**config.mk**
```make
export PLATFORM = sky130hd
export DESIGN_NAME = frame_scheduler_flat
export DESIGN_NICKNAME = d
export VERILOG_FILES = /design/src/rtl/frame_scheduler_pkg.sv /design/src/rtl/frame_scheduler_if.sv /design/src/rtl/frame_scheduler_sat_counter.sv /design/src/rtl/frame_scheduler.sv /design/src/flat_wrapper.sv
export SDC_FILE = /design/constraint.sdc
export NUM_CORES = 1
export LEC_CHECK = 0
export ABC_AREA = 1
export CAP_MARGIN = 20
export CORE_MARGIN = 5
export CORE_UTILIZATION = 47
export DETAILED_ROUTE_END_ITERATION = 10
export GPL_TIMING_DRIVEN = 0
export PLACE_DENSITY = 0.77
export SETUP_SLACK_MARGIN = 0.5
export SYNTH_ARGS = -nofsm -noshare
export SYNTH_HDL_FRONTEND = slang
export SYNTH_HIERARCHICAL = 1
export SYNTH_SLANG_ARGS = --single-unit
```
**constraint.sdc**
```tcl
create_clock -name Clk -period 1.8 [get_ports Clk]
set_clock_uncertainty 0.15 [all_clocks]
set_input_delay 0.36 -clock Clk [delete_from_list [all_inputs] [get_ports Clk]]
set_output_delay 0.36 -clock Clk [all_outputs]
set_load 0.005 [all_outputs]
```
**src/rtl/frame_scheduler_pkg.sv**
```systemverilog
// Shared types and constants for the triple-buffer frame scheduler.
package frame_scheduler_pkg;

   localparam int NUM_FB = 3;

   typedef logic [1:0] buf_idx_t;

   typedef enum logic [1:0] {
      S_START   = 2'd0,
      S_WAITLOW = 2'd1,
      S_RENDER  = 2'd2,
      S_STALL   = 2'd3
   } sched_state_t;

   // The three roles always form a permutation of {0,1,2}, so the third
   // buffer is whatever index the other two leave over.
   function automatic buf_idx_t free_buf(buf_idx_t a, buf_idx_t b);
      return buf_idx_t'(NUM_FB - int'(a) - int'(b));
   endfunction

endpackage

```
**src/rtl/frame_scheduler_if.sv**
```systemverilog
// Renderer / scan-out handshake and statistics bundle of the frame scheduler.
interface frame_scheduler_if
   import frame_scheduler_pkg::*;
#(
   parameter int CNT_W = 16
);
   logic             new_frame;
   logic             vsync_lock;
   logic             render_done;
   logic             render_ack;
   logic             render_go;
   buf_idx_t         display_buf;
   buf_idx_t         render_buf;
   logic [CNT_W-1:0] frame_count;
   logic [CNT_W-1:0] repeat_count;
   logic [CNT_W-1:0] drop_count;

   // Scheduler side.
   modport master (
      input  new_frame, vsync_lock, render_done,
      output render_ack, render_go, display_buf, render_buf,
             frame_count, repeat_count, drop_count
   );

   // Renderer / output-path side.
   modport slave (
      output new_frame, vsync_lock, render_done,
      input  render_ack, render_go, display_buf, render_buf,
             frame_count, repeat_count, drop_count
   );
endinterface

```
**src/rtl/frame_scheduler_sat_counter.sv**
```systemverilog
// Saturating up-counter with synchronous clear; sticks at all-ones.
module sat_counter #(
   parameter int WIDTH = 16
) (
   input  logic             Clk,
   input  logic             clr,
   input  logic             inc,
   output logic [WIDTH-1:0] count_o
);

   logic [WIDTH-1:0] count_q;

   // Count events, holding at the maximum instead of wrapping.
   always_ff @(posedge Clk) begin
      // NOTE: registers are assigned with <= so every flop samples the
      // pre-edge values, independent of statement order.
      if (clr) begin
         count_q <= '0;
      end else if (inc && (count_q != '1)) begin
         count_q <= count_q + 1'b1;
      end
   end

   assign count_o = count_q;

endmodule

```
**src/rtl/frame_scheduler.sv**
```systemverilog
// Triple-buffer frame scheduler: rotates display/ready/render roles across
// three framebuffers and sequences the renderer handshake.
module frame_scheduler
   import frame_scheduler_pkg::*;
#(
   parameter int CNT_W = 16
) (
   input  logic                Clk,
   input  logic                Reset,
   frame_scheduler_if.master   bus
);

   buf_idx_t         display_q;
   buf_idx_t         render_q;
   buf_idx_t         ready_q;
   logic             ready_valid_q;
   sched_state_t     state_q;
   logic             go_q;
   logic             ack_q;
   logic [CNT_W-1:0] frame_q;
   logic [CNT_W-1:0] repeat_cnt;
   logic [CNT_W-1:0] drop_cnt;

   // Values after this cycle's display swap; the completion step builds on them.
   buf_idx_t display_d;
   buf_idx_t swap_ready;
   logic     swap_valid;
   logic     frame_inc;
   logic     repeat_inc;
   logic     complete;
   logic     stall;
   logic     accept;
   logic     drop_inc;

   // Display swap first, then decide whether a finished frame is accepted.
   always_comb begin
      // NOTE: every combinational output gets a default up front so no path
      // leaves it unassigned, which would otherwise infer a latch.
      display_d  = display_q;
      swap_ready = ready_q;
      swap_valid = ready_valid_q;
      frame_inc  = 1'b0;
      repeat_inc = 1'b0;
      if (bus.new_frame) begin
         if (ready_valid_q) begin
            display_d  = ready_q;
            swap_ready = display_q;
            swap_valid = 1'b0;
            frame_inc  = 1'b1;
         end else begin
            repeat_inc = 1'b1;
         end
      end
      // A stalled frame is re-offered every cycle; a rendering one only on done.
      complete = ((state_q == S_RENDER) && bus.render_done) || (state_q == S_STALL);
      // FIFO mode refuses to overwrite a frame that is still waiting.
      stall    = complete && bus.vsync_lock && swap_valid;
      accept   = complete && !stall;
      // Accepting over a still-waiting frame (mailbox mode) loses that frame.
      drop_inc = accept && swap_valid;
   end

   // Renderer FSM together with buffer roles and registered handshake outputs.
   always_ff @(posedge Clk) begin
      if (Reset) begin
         display_q     <= buf_idx_t'(0);
         render_q      <= buf_idx_t'(1);
         ready_q       <= buf_idx_t'(2);
         ready_valid_q <= 1'b0;
         state_q       <= S_START;
         go_q          <= 1'b0;
         ack_q         <= 1'b0;
         frame_q       <= '0;
      end else begin
         // NOTE: pulses and swap results are assigned first as defaults; a later
         // <= to the same register in the case below overrides them.
         go_q          <= 1'b0;
         ack_q         <= 1'b0;
         display_q     <= display_d;
         ready_q       <= swap_ready;
         ready_valid_q <= swap_valid;
         if (frame_inc) begin
            frame_q <= frame_q + 1'b1;
         end
         case (state_q)
            S_START: begin
               go_q    <= 1'b1;
               state_q <= S_RENDER;
            end
            S_RENDER, S_STALL: begin
               if (accept) begin
                  ready_q       <= render_q;
                  ready_valid_q <= 1'b1;
                  render_q      <= free_buf(display_d, render_q);
                  ack_q         <= 1'b1;
                  state_q       <= S_WAITLOW;
               end else if (stall) begin
                  state_q <= S_STALL;
               end
            end
            S_WAITLOW: begin
               if (!bus.render_done) begin
                  state_q <= S_START;
               end
            end
            default: state_q <= S_START;
         endcase
      end
   end

   sat_counter #(.WIDTH(CNT_W)) u_repeat_cnt (
      .Clk     (Clk),
      .clr     (Reset),
      .inc     (repeat_inc),
      .count_o (repeat_cnt)
   );

   sat_counter #(.WIDTH(CNT_W)) u_drop_cnt (
      .Clk     (Clk),
      .clr     (Reset),
      .inc     (drop_inc),
      .count_o (drop_cnt)
   );

   assign bus.render_go    = go_q;
   assign bus.render_ack   = ack_q;
   assign bus.display_buf  = display_q;
   assign bus.render_buf   = render_q;
   assign bus.frame_count  = frame_q;
   assign bus.repeat_count = repeat_cnt;
   assign bus.drop_count   = drop_cnt;

endmodule

```
**src/flat_wrapper.sv**
```systemverilog
// flat-port wrapper written by rule: the top's interface ports become plain ports
module frame_scheduler_flat import frame_scheduler_pkg::*;
#(
   parameter int CNT_W = 16
)
  (Clk, Reset, bus_new_frame, bus_vsync_lock, bus_render_done, bus_render_ack, bus_render_go, bus_display_buf, bus_render_buf, bus_frame_count, bus_repeat_count, bus_drop_count);
  frame_scheduler_if #(.CNT_W(CNT_W)) bus_i ();
  input  logic Clk;
  input  logic Reset;
  input wire logic [$bits(bus_i.new_frame)-1:0] bus_new_frame;
  input wire logic [$bits(bus_i.vsync_lock)-1:0] bus_vsync_lock;
  input wire logic [$bits(bus_i.render_done)-1:0] bus_render_done;
  output wire logic [$bits(bus_i.render_ack)-1:0] bus_render_ack;
  output wire logic [$bits(bus_i.render_go)-1:0] bus_render_go;
  output wire logic [$bits(bus_i.display_buf)-1:0] bus_display_buf;
  output wire logic [$bits(bus_i.render_buf)-1:0] bus_render_buf;
  output wire logic [$bits(bus_i.frame_count)-1:0] bus_frame_count;
  output wire logic [$bits(bus_i.repeat_count)-1:0] bus_repeat_count;
  output wire logic [$bits(bus_i.drop_count)-1:0] bus_drop_count;
  assign bus_i.new_frame = bus_new_frame;
  assign bus_i.vsync_lock = bus_vsync_lock;
  assign bus_i.render_done = bus_render_done;
  assign bus_render_ack = bus_i.render_ack;
  assign bus_render_go = bus_i.render_go;
  assign bus_display_buf = bus_i.display_buf;
  assign bus_render_buf = bus_i.render_buf;
  assign bus_frame_count = bus_i.frame_count;
  assign bus_repeat_count = bus_i.repeat_count;
  assign bus_drop_count = bus_i.drop_count;
  frame_scheduler #(.CNT_W(CNT_W)) u_core (.Clk(Clk), .Reset(Reset), .bus(bus_i));
endmodule
```
### Metal layers overlaid

Only two layers are drawn.
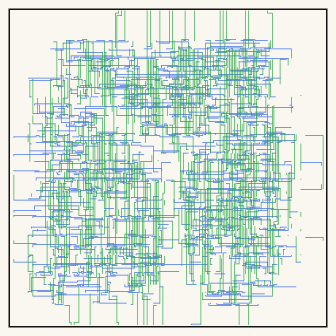
Key: M2 = green [wire length 5250 um]; M1 = blue [wire length 4010 um]
sum of routed wire length over all layers: 10.25 mm
total number of vias: 3754
GRT Total Usage: 22.90%

==> results.toml <==
# synthesis and place-and-route metrics
[logic_synthesis]
yosysTopAreaCellShare_pct = 37.64
post-synth-top-area-cell = "dfxtp_1"
ys_seq_share_pct = 37.64
yosys_area_sq_um = 3138
postSynthNetCount = 488

[cts]
tritoncts = "yes"
htreeDepth = 3
hold_fix_buffers_at_cts = 0
cts_buffers = 9

[critical_path]
setup.worst_path.class = "reg -> reg"
setup.worst_path.end_class = "register"
cp.buffers_inverters = 3
critical-path-slowest-cell = "dfxtp_4"
max_stage_delay_ns = 0.35

[route]
dr.first_iter.drc_count = 243
post_drt_wl_per_cell_um = 14.58
post_drt_via_cell_ratio = 5.340

[sta]
rsz0062_at_grt = "yes"
finalMaxSlewViolations = 0
worst-slew-pin-transition_ns = 0.3529
worst_slew_margin_rel_pct = 76.39
final-hold-violation-count = 0
clock.fmax_ghz = 0.5634

[flow_run]
drv_cap = 0
warning_count = 29

[die]
initCoreUtil_pct = 48.86
io_pins = 59
die.size.y_um = 91.71

[final_layout]
final_layout_top_logic_cell = "nand2_1"
final_layout_size_suffix_gt1_share_pct = 52.24
synthToLayoutAreaGrowth_pct = 65.11
nNetsFinal = 630

[power]
power.density_cell_area_nw_per_um2 = 546.4
p_leak_nw = 2.321

[global_route]
number_of_antenna_violations_at_the_first_check_in_global_routing = 0
overflow = 0
grt_first_pass_wirelength_mm = 15.75

[outcome]
status = "finished clean"

[hold_path]
hp-class = "in -> reg"

[place]
post-dp-hpwl_mm = 5.669
gp_congestion = 0.8753
### Where the registers sit

The bar under the picture is 20 um long. Other sequential cells in the stronger gray, the rest of the logic in the fainter gray.
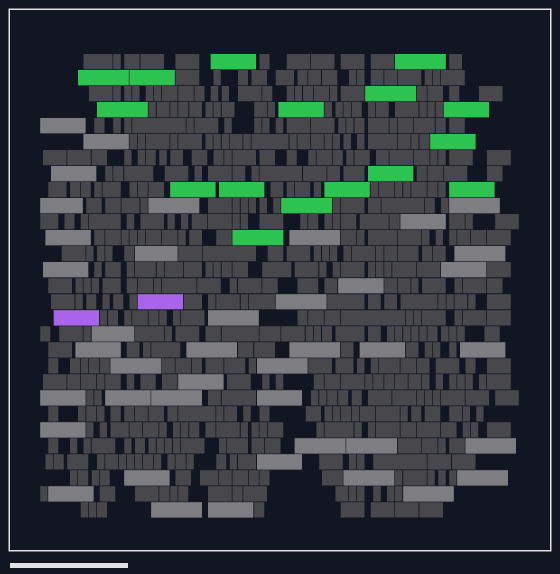
Key: u_core/bus.display_buf = purple [placed flops 2]; u_core/u_drop_cnt/count_o = green [placed flops 16]
Another 41 sequential cells are not colored.

-- layout make-up --
class	instances	area [sq um]	area share (%)
plain buffers	7	63.81	1.232
clock buffers	14	152.6	2.946
flip-flops and latches	59	1311	25.31
multi-input cells	359	2132	41.15
repair buffers	131	1147	22.14
clock inverters	2	35.03	0.6762
well taps	77	96.34	1.859
inverters	54	242.7	4.685
-- layer usage --
| layer | GRT usage, % | vias up | wire [um] |
|---|---|---|---|
| met5 | 0 | - | 0 |
| met4 | 9.653 | 0 | 344 |
| met3 | 4.337 | 43 | 642 |
| met2 | 40.41 | 160 | 5249 |
| met1 | 27.17 | 1749 | 4013 |
| li1 | - | 1802 | - |
-- state kept, by name, indices dropped and copies added, names as in the netlist --
register and cells:
u_core/bus.display_buf 2, u_core/u_repeat_cnt/count_o 16, u_core/u_drop_cnt/count_o 16, u_core/ready_valid_q 1
u_core/state_q 2, u_core/ready_q 2, u_core/bus.render_ack 1, u_core/bus.render_buf 2
u_core/bus.render_go 1, u_core/bus.frame_count 16
-- path summary, 6_finish.rpt --
| check | from | slack, ns | to | depth (start not counted) |
|---|---|---|---|---|
| hold reg to reg | u_core/state_q[1]$_SDFFE_PP0P_ | 0.29 | u_core/bus.render_go$_SDFF_PP0_ | 1 |
| hold / removal | bus_render_done | 0.29 | u_core/state_q[0]$_SDFFE_PP0P_ | 3 |
| setup / recovery | u_core/ready_valid_q$_SDFF_PP0_ | 0.03 | u_core/u_drop_cnt/count_o[13]$_SDFFE_PP0P_ | 12 |
| setup reg to reg | u_core/ready_valid_q$_SDFF_PP0_ | 0.03 | u_core/u_drop_cnt/count_o[13]$_SDFFE_PP0P_ | 12 |
-- cell families after synthesis --
group / synth area share (%)
and+or+nand+nor: 45.93
buffers and inverters: 7.775
DFF: 37.64
AOI/OAI and AO/OA: 7.057
adders and majority gates: 1.595
-- cell usage after synthesis (all sizes together) --
| cell | number |
|---|---|
| or2 | 2 |
| nand3 | 38 |
| clkinv | 1 |
| nand2 | 136 |
| clkbuf | 2 |
| o21ai | 11 |
| a21oi | 31 |
| inv | 53 |
| nand3b | 1 |
| nor4 | 1 |
| nor3 | 8 |
| and3 | 1 |
| nand4 | 6 |
| buf | 5 |
| nor2 | 119 |
| dfxtp | 59 |
| a211oi | 1 |
| ha | 4 |
-- repair_timing --
item	CTS	global route
pin swaps	28	25
resized	356	92
setup buffers	62	11
endpoints found under the setup margin	110	104
-- through the flow --
step                setup slack (ns)  setup TNS (ns)  utilization, %  instance area [sq um]  power, mW
finish                       0.02520               0           80.67                   5181      2.831
global route                -0.06661         -0.2225           80.67                   5181      2.949
CTS                          0.07009               0           74.26                   4770      2.804
detailed placement           -0.8889          -20.25           61.70                   3963      1.596
global placement             -0.8252          -19.28           61.70                   3963      1.589
floorplan                    0.04485               0               -                   3286      1.514
-- power by group --
group | internal, mW | leakage, nW | switching [mW]
logic | 0.146 | 1.71 | 0.152
registers | 1.31 | 0.511 | 0.0268
clock network | 0.678 | 0.0947 | 0.520
No activity file was given, so power comes from the tool's default toggle rates.
